**config.mk**
```make
export PLATFORM = sky130hd
export DESIGN_NAME = cla_adder_pipe
export DESIGN_NICKNAME = d
export VERILOG_FILES = /design/src/rtl/cla_adder_pipe.sv
export SDC_FILE = /design/constraint.sdc
export NUM_CORES = 1
export LEC_CHECK = 0
export ABC_AREA = 1
export CAP_MARGIN = 10
export CORE_MARGIN = 2
export CORE_UTILIZATION = 30
export DETAILED_ROUTE_END_ITERATION = 10
export GPL_ROUTABILITY_DRIVEN = 0
export HOLD_SLACK_MARGIN = 0.06
export PLACE_DENSITY = 0.58
export REMOVE_ABC_BUFFERS = 1
export SLEW_MARGIN = 5
export SYNTH_ARGS = -nofsm -noshare
export SYNTH_HDL_FRONTEND = slang
export SYNTH_HIERARCHICAL = 1
export SYNTH_SLANG_ARGS = --single-unit
```
**constraint.sdc**
```tcl
create_clock -name clk -period 5.4 [get_ports clk]
set_input_delay 1.35 -clock clk [delete_from_list [all_inputs] [get_ports clk]]
set_output_delay 1.35 -clock clk [all_outputs]
set_load 0.05 [all_outputs]
```
**src/rtl/cla_adder_pipe.sv**
```systemverilog
// Pipelined carry-lookahead adder, WIDTH bits in WIDTH/BLOCK lookahead groups.
// S1 registers bit and group generate/propagate terms. The output stage resolves the carries.
module cla_group #(
  parameter int BLOCK = 4
) (
  input  logic [BLOCK-1:0] g,
  input  logic [BLOCK-1:0] p,
  output logic             gg,
  output logic             gp
);
  // Each generate bit is qualified by every propagate above it, so no carry ripples through the group.
  always_comb begin
    logic term;
    gg = 1'b0;
    gp = &p;
    for (int i = 0; i < BLOCK; i++) begin
      term = g[i];
      for (int k = i + 1; k < BLOCK; k++) term = term & p[k];
      gg = gg | term;
    end
  end
endmodule

module cla_adder_pipe #(
  parameter int WIDTH = 16,
  parameter int BLOCK = 4
) (
  input  logic             clk,
  input  logic             rst_n,
  input  logic             in_valid,
  output logic             in_ready,
  input  logic [WIDTH-1:0] a,
  input  logic [WIDTH-1:0] b,
  input  logic             cin,
  output logic             out_valid,
  input  logic             out_ready,
  output logic [WIDTH-1:0] sum,
  output logic             cout,
  output logic             ovf
);
  localparam int NG = WIDTH / BLOCK;

  if ((WIDTH % BLOCK) != 0 || BLOCK < 2 || BLOCK > 8) begin : g_param_err
    $error("cla_adder_pipe: WIDTH must be a multiple of BLOCK, BLOCK in 2..8");
  end

  logic [NG-1:0][BLOCK-1:0] p_in, g_in;
  logic [NG-1:0]            gg_in, gp_in;

  assign p_in = a ^ b;
  assign g_in = a & b;

  for (genvar j = 0; j < NG; j++) begin : g_grp
    cla_group #(.BLOCK(BLOCK)) u_grp (
      .g  (g_in[j]),
      .p  (p_in[j]),
      .gg (gg_in[j]),
      .gp (gp_in[j])
    );
  end

  logic                     s1_valid, s1_cin;
  logic [NG-1:0][BLOCK-1:0] s1_p, s1_g;
  logic [NG-1:0]            s1_gg, s1_gp;

  logic out_adv, accept;
  assign out_adv  = s1_valid & (!out_valid | out_ready);
  assign in_ready = !s1_valid | out_adv;
  assign accept   = in_valid & in_ready;

  always_ff @(posedge clk or negedge rst_n) begin
    if (!rst_n) begin
      s1_valid <= 1'b0;
      s1_cin   <= 1'b0;
      s1_p     <= '0;
      s1_g     <= '0;
      s1_gg    <= '0;
      s1_gp    <= '0;
    end else begin
      if (accept) begin
        s1_valid <= 1'b1;
        s1_cin   <= cin;
        s1_p     <= p_in;
        s1_g     <= g_in;
        s1_gg    <= gg_in;
        s1_gp    <= gp_in;
      end else if (out_adv) begin
        s1_valid <= 1'b0;
      end
    end
  end

  logic [WIDTH-1:0] sum_nx;
  logic             cout_nx, ovf_nx;

  // Group carry j is the lookahead over groups 0..j-1 and cin. It seeds the in-group bit carries.
  always_comb begin
    logic                     gc, t, cb;
    logic [NG-1:0][BLOCK-1:0] c_bits;
    c_bits  = '0;
    cout_nx = 1'b0;
    for (int j = 0; j <= NG; j++) begin
      gc = s1_cin;
      for (int k = 0; k < j; k++) gc = gc & s1_gp[k];
      for (int m = 0; m < j; m++) begin
        t = s1_gg[m];
        for (int k = m + 1; k < j; k++) t = t & s1_gp[k];
        gc = gc | t;
      end
      if (j == NG) begin
        cout_nx = gc;
      end else begin
        cb = gc;
        for (int i = 0; i < BLOCK; i++) begin
          c_bits[j][i] = cb;
          cb = s1_g[j][i] | (s1_p[j][i] & cb);
        end
      end
    end
    sum_nx = s1_p ^ c_bits;
    ovf_nx = c_bits[NG-1][BLOCK-1] ^ cout_nx;
  end

  always_ff @(posedge clk or negedge rst_n) begin
    if (!rst_n) begin
      out_valid <= 1'b0;
      sum       <= '0;
      cout      <= 1'b0;
      ovf       <= 1'b0;
    end else begin
      if (out_adv) begin
        out_valid <= 1'b1;
        sum       <= sum_nx;
        cout      <= cout_nx;
        ovf       <= ovf_nx;
      end else if (out_ready) begin
        out_valid <= 1'b0;
      end
    end
  end
endmodule

```
Figure 1. Wiring heat map (run 1).
The die is cut into 21 by 21 equal tiles; black is low, pale yellow is high, scaled to the fullest tile. Values are wire area over tile area, all layers added.
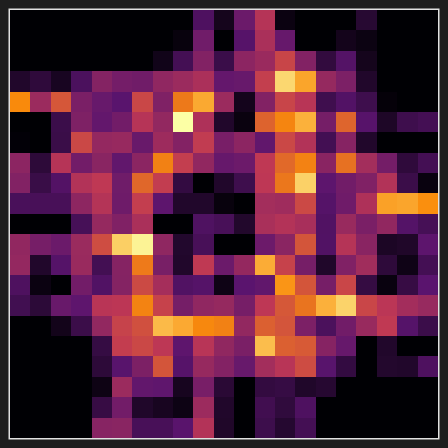
mean over tiles: 0.081
nearly empty tiles: 25%
fullest tile: 0.31
tiles over half the peak: 16%

Figure 2. Cell placement (run 1).
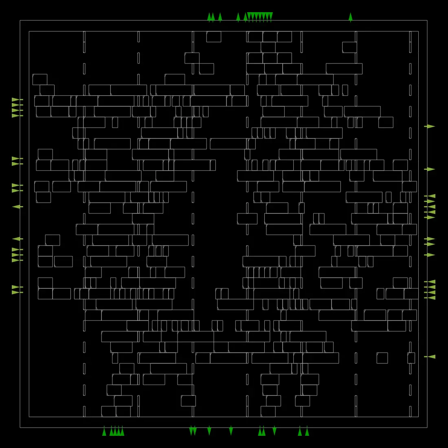
Seq cells: 57
Tapcells: 133

Figure 3. The metal 1 layer (run 1).
Supply wires on this layer in grey.
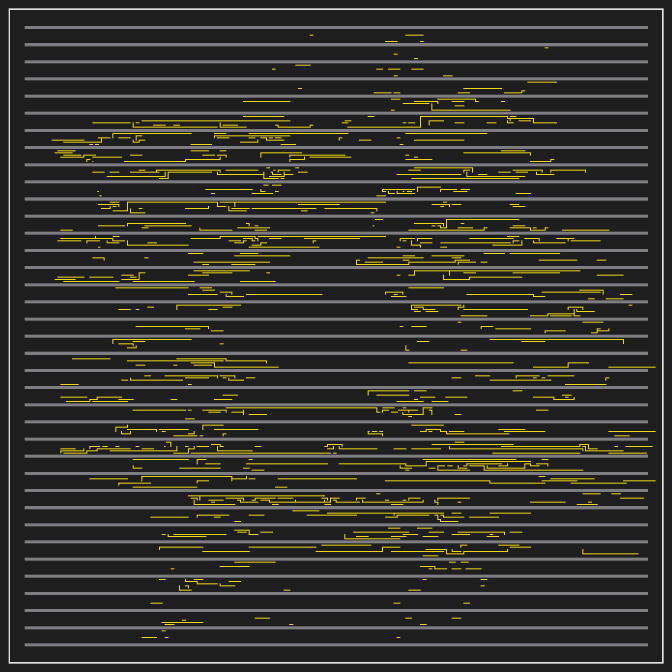
wire length on this layer: 2550 microns
longest straight run: 26.2 microns

==> impl_metrics.py, run 1 <==
# Physical implementation metrics
metrics = {
    "run_status": {
        "outcome": "completed",
    },
    "die": {
        "chip_area_sq_mm": 0.0107,
        "ios": 57,
        "dieHeight_microns": 103,
        "rows": 36,
    },
    "pwr": {
        "finalPower_mw": 1.64,
        "seq_power_mw": 0.607,
        "power_frac_seq": 0.371,
        "comb-power_mw": 0.681,
        "pg_clk_mw": 0.349,
    },
    "drt": {
        "wl_met2_microns": 2430,
        "drtIter0Drc": 55,
        "vias_per_cell": 4.17,
        "wl_met1_microns": 2550,
        "routed.top_layer": "met4",
        "dr_wl_met3_microns": 331,
    },
    "worst_hold_path": {
        "min-delay-start": "sum[10]",
    },
    "critical_path": {
        "crit_cells": 4,
        "cpPeakStageDelay_ns": 0.81,
        "path_delay_family": "buffers and inverters",
        "critical_path_class": "input pin to output pin",
    },
    "cts": {
        "cts_root_buf": "clkbuf_8",
        "post-cts-setup-buffers": 0,
        "cts_tree": "done",
    },
    "synth": {
        "synth_cell_types": 21,
        "avgSynthCellArea_sq_um": 11.2,
        "ff_type": "dfrtp_1",
        "xor_area_frac": 0.0118,
        "top_logic_kind": "multiplexers",
    },
    "timing": {
        "fin_setup_tns_ns": 0,
        "max_freq_ghz": 0.243,
        "fin_ws_ns": 1.28,
    },
    "finish": {
        "clk_share": 0.0460,
        "nets": 391,
        "comb_cells": 185,
        "nonClockInverterCount": 16,
        "drive_gt1_frac": 0.190,
    },
    "run": {
        "warning_count": 25,
        "cap_violations": 0,
    },
    "grt": {
        "grt_pass1_vias": 1886,
        "antenna_found_initial": 0,
        "grtUsageTotal": 0.112,
    },
    "placement": {
        "pre_cts_slack_ns": 1.27,
        "place_inst": 448,
        "io_buffers": 56,
        "hpwl_microns": 3800,
    },
}
Figure 4. Placed cells, one colour a class (run 1).
The bar under the picture is 20 microns long. Fill, decap, tap and diode cells in grey.
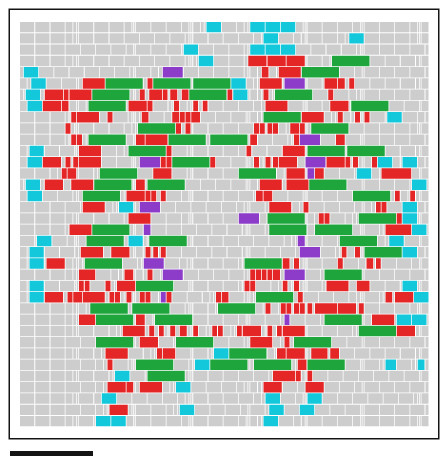

==> run 1 -> run 2 <==
PLACE_DENSITY = 0.6   (was 0.58)
clock period = 3.7 ns   (was 5.4 ns; I/O delays follow)
Figure 5. Placed cells, one colour a class (run 2).
The bar under the picture is 20 microns long. Fill, decap, tap and diode cells in grey.
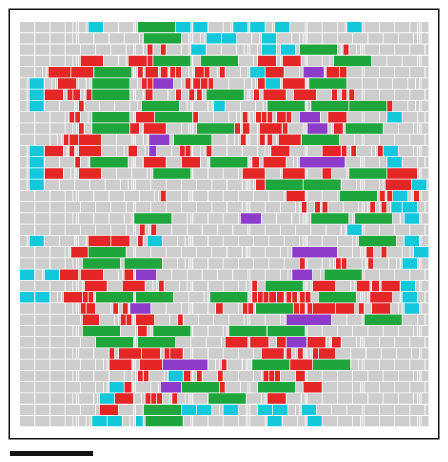
legend:
  combinational and other logic:
    colour: red
    cells: 201
    share_of_their_area: 39%
  remaining buffers and delay cells:
    colour: cyan
    cells: 58
    share_of_their_area: 15%
  clock drivers and dummy loads:
    colour: purple
    cells: 16
    share_of_their_area: 7.4%
  sequential cells:
    colour: green
    cells: 57
    share_of_their_area: 38%
core area: 0.00968 sq mm
sequential share of cell area: 0.366
cell area after layout: 0.00389 sq mm
number of cell rows: 36
final core utilization: 0.402

Figure 6. Metal layers overlaid (run 2).
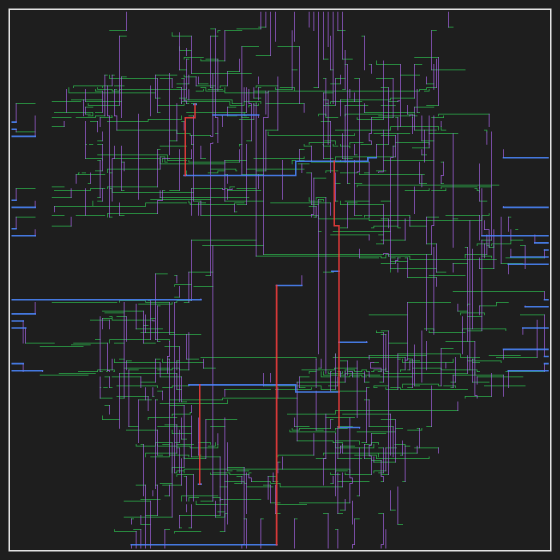
legend:
  metal 4:
    colour: red
    wire_length: 136 microns
  metal 2:
    colour: purple
    wire_length: 2510 microns
  metal 3:
    colour: blue
    wire_length: 266 microns
  metal 1:
    colour: green
    wire_length: 2640 microns

==> run 2 against run 1 <==
  * Clock skew decreased by 0.0027 ns
  * Design area rose by 2.9%
  * Area after synthesis did not move
  * Sequential power is 45% higher
  * Combinational power increased by 47%
  * Via count grew 0.26%
  * Final cell count up 0.22%
  * Synthesized cell count unchanged
  * Flip-flop count unchanged
  * Largest power group unchanged
==> impl_metrics.py, run 2 <==
# Physical implementation metrics
metrics = {
    "run_status": {
        "outcome": "completed",
    },
    "pwr": {
        "power_frac_seq": 0.329,
        "finalPower_mw": 2.68,
        "seq_power_mw": 0.882,
        "comb-power_mw": 1.00,
    },
    "drt": {
        "wl_met1_microns": 2640,
        "drtIter0Drc": 50,
        "dr_wl_met3_microns": 265,
        "vias_per_cell": 4.17,
        "routed.top_layer": "met4",
        "wl_met2_microns": 2510,
    },
    "critical_path": {
        "path_delay_family": "buffers and inverters",
        "cpPeakStageDelay_ns": 0.81,
        "critical_path_class": "input pin to output pin",
    },
    "finish": {
        "nonClockInverterCount": 16,
        "clk_share": 0.0710,
        "flop-count": 57,
        "drive_gt1_frac": 0.199,
        "comb_cells": 185,
        "nets": 392,
    },
    "timing": {
        "max_freq_ghz": 0.306,
        "fin_ws_ns": 0.432,
        "fin_setup_tns_ns": 0,
    },
    "synth": {
        "xor_area_frac": 0.0118,
        "synth_cell_types": 21,
        "top_logic_kind": "multiplexers",
        "ff_type": "dfrtp_1",
    },
    "die": {
        "initial_core_util": 0.306,
        "dieHeight_microns": 103,
        "taps": 133,
    },
    "placement": {
        "io_buffers": 56,
        "pre_cts_slack_ns": 0.419,
        "hpwl_microns": 4030,
        "place_inst": 449,
    },
    "cts": {
        "cts_root_buf": "clkbuf_8",
        "cts_tree": "done",
    },
    "run": {
        "warning_count": 25,
    },
    "worst_hold_path": {
        "min-delay-start": "sum[10]",
    },
    "grt": {
        "antenna_found_initial": 0,
        "grtUsageTotal": 0.119,
    },
}
Figure 7. Wiring heat map (run 2).
The die is cut into 21 by 21 equal tiles; black is low, pale yellow is high, scaled to the fullest tile. Values are wire area over tile area, all layers added.
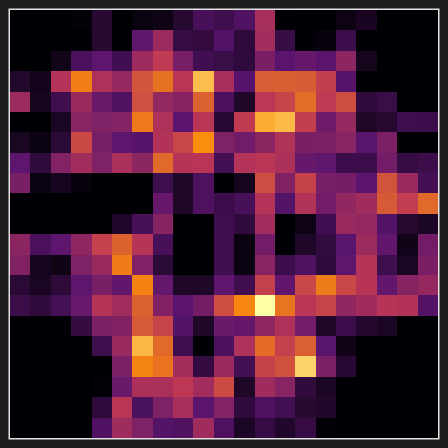

==> run 2 -> run 3 <==
CORE_MARGIN = not set   (was 2)
GPL_TIMING_DRIVEN = 0   (was not set)
Figure 8. Wiring heat map (run 3).
The die is cut into 20 by 20 equal tiles; black is low, pale yellow is high, scaled to the fullest tile. Values are wire area over tile area, all layers added.
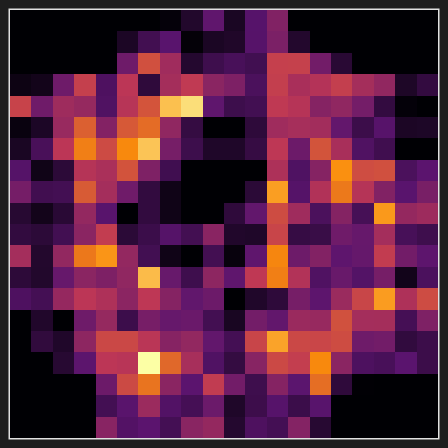
mean over tiles: 0.083
emptiest ninth of the die: top right
nearly empty tiles: 21%
fullest tile: 0.32
routed length per instance: 11.9 microns
total track usage: 0.123
total number of vias: 1987
total wire length: 5460 microns

==> run 3 against run 2 <==
  * First-iteration DRC count decreased by 36%
  * Die area decreased by 3.8%
  * Non-clock buffer count decreased by 1
  * Design area decreased by 2.2%
  * Register-to-register slack about the same
  * Area after synthesis unchanged
  * Sequential share of layout area increased by 0.84 points
  * Via count increased by 2.4%
  * Power decreased by 9.1%
  * Critical endpoint unchanged
  * Highest routed layer unchanged
==> impl_metrics.py, run 3 <==
# Physical implementation metrics
metrics = {
    "run_status": {
        "outcome": "completed",
    },
    "finish": {
        "final_util": 0.404,
        "nonClockInverterCount": 16,
        "nets": 391,
        "clk_share": 0.0496,
        "seq_area_frac": 0.375,
        "comb_cells": 185,
        "drive_gt1_frac": 0.187,
    },
    "die": {
        "taps": 129,
        "rows": 35,
        "initial_core_util": 0.315,
    },
    "placement": {
        "pre_cts_slack_ns": 0.427,
        "io_buffers": 56,
        "hpwl_microns": 3900,
        "place_inst": 444,
    },
    "synth": {
        "mux_area_frac": 0.158,
        "ff_type": "dfrtp_1",
        "synth_cell_types": 21,
        "top_logic_kind": "multiplexers",
    },
    "pwr": {
        "comb-power_mw": 0.998,
        "power_frac_seq": 0.360,
        "seq_power_mw": 0.878,
        "finalPower_mw": 2.44,
    },
    "cts": {
        "cts_root_buf": "clkbuf_8",
        "cts_tree": "done",
    },
    "critical_path": {
        "path_delay_family": "buffers and inverters",
        "cpPeakStageDelay_ns": 0.81,
    },
    "drt": {
        "wl_met2_microns": 2520,
        "dr_wl_met3_microns": 181,
        "vias_per_cell": 4.32,
        "routed.top_layer": "met4",
        "wl_met1_microns": 2640,
    },
    "worst_hold_path": {
        "min-delay-start": "sum[2]",
    },
    "timing": {
        "max_freq_ghz": 0.306,
        "fin_setup_tns_ns": 0,
    },
}
Figure 9. Cell placement (run 3).
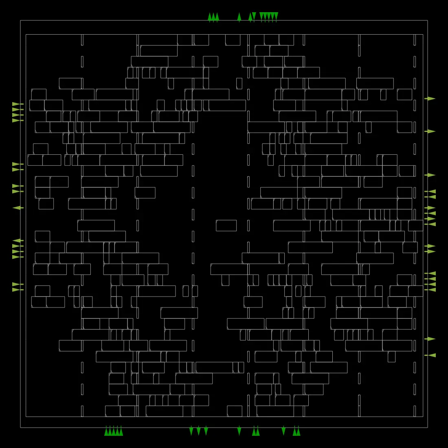
non-filler cells, final: 460
core area: 0.00942 sq mm

Power figures rest on the tool's default switching activity, not on a simulated workload.
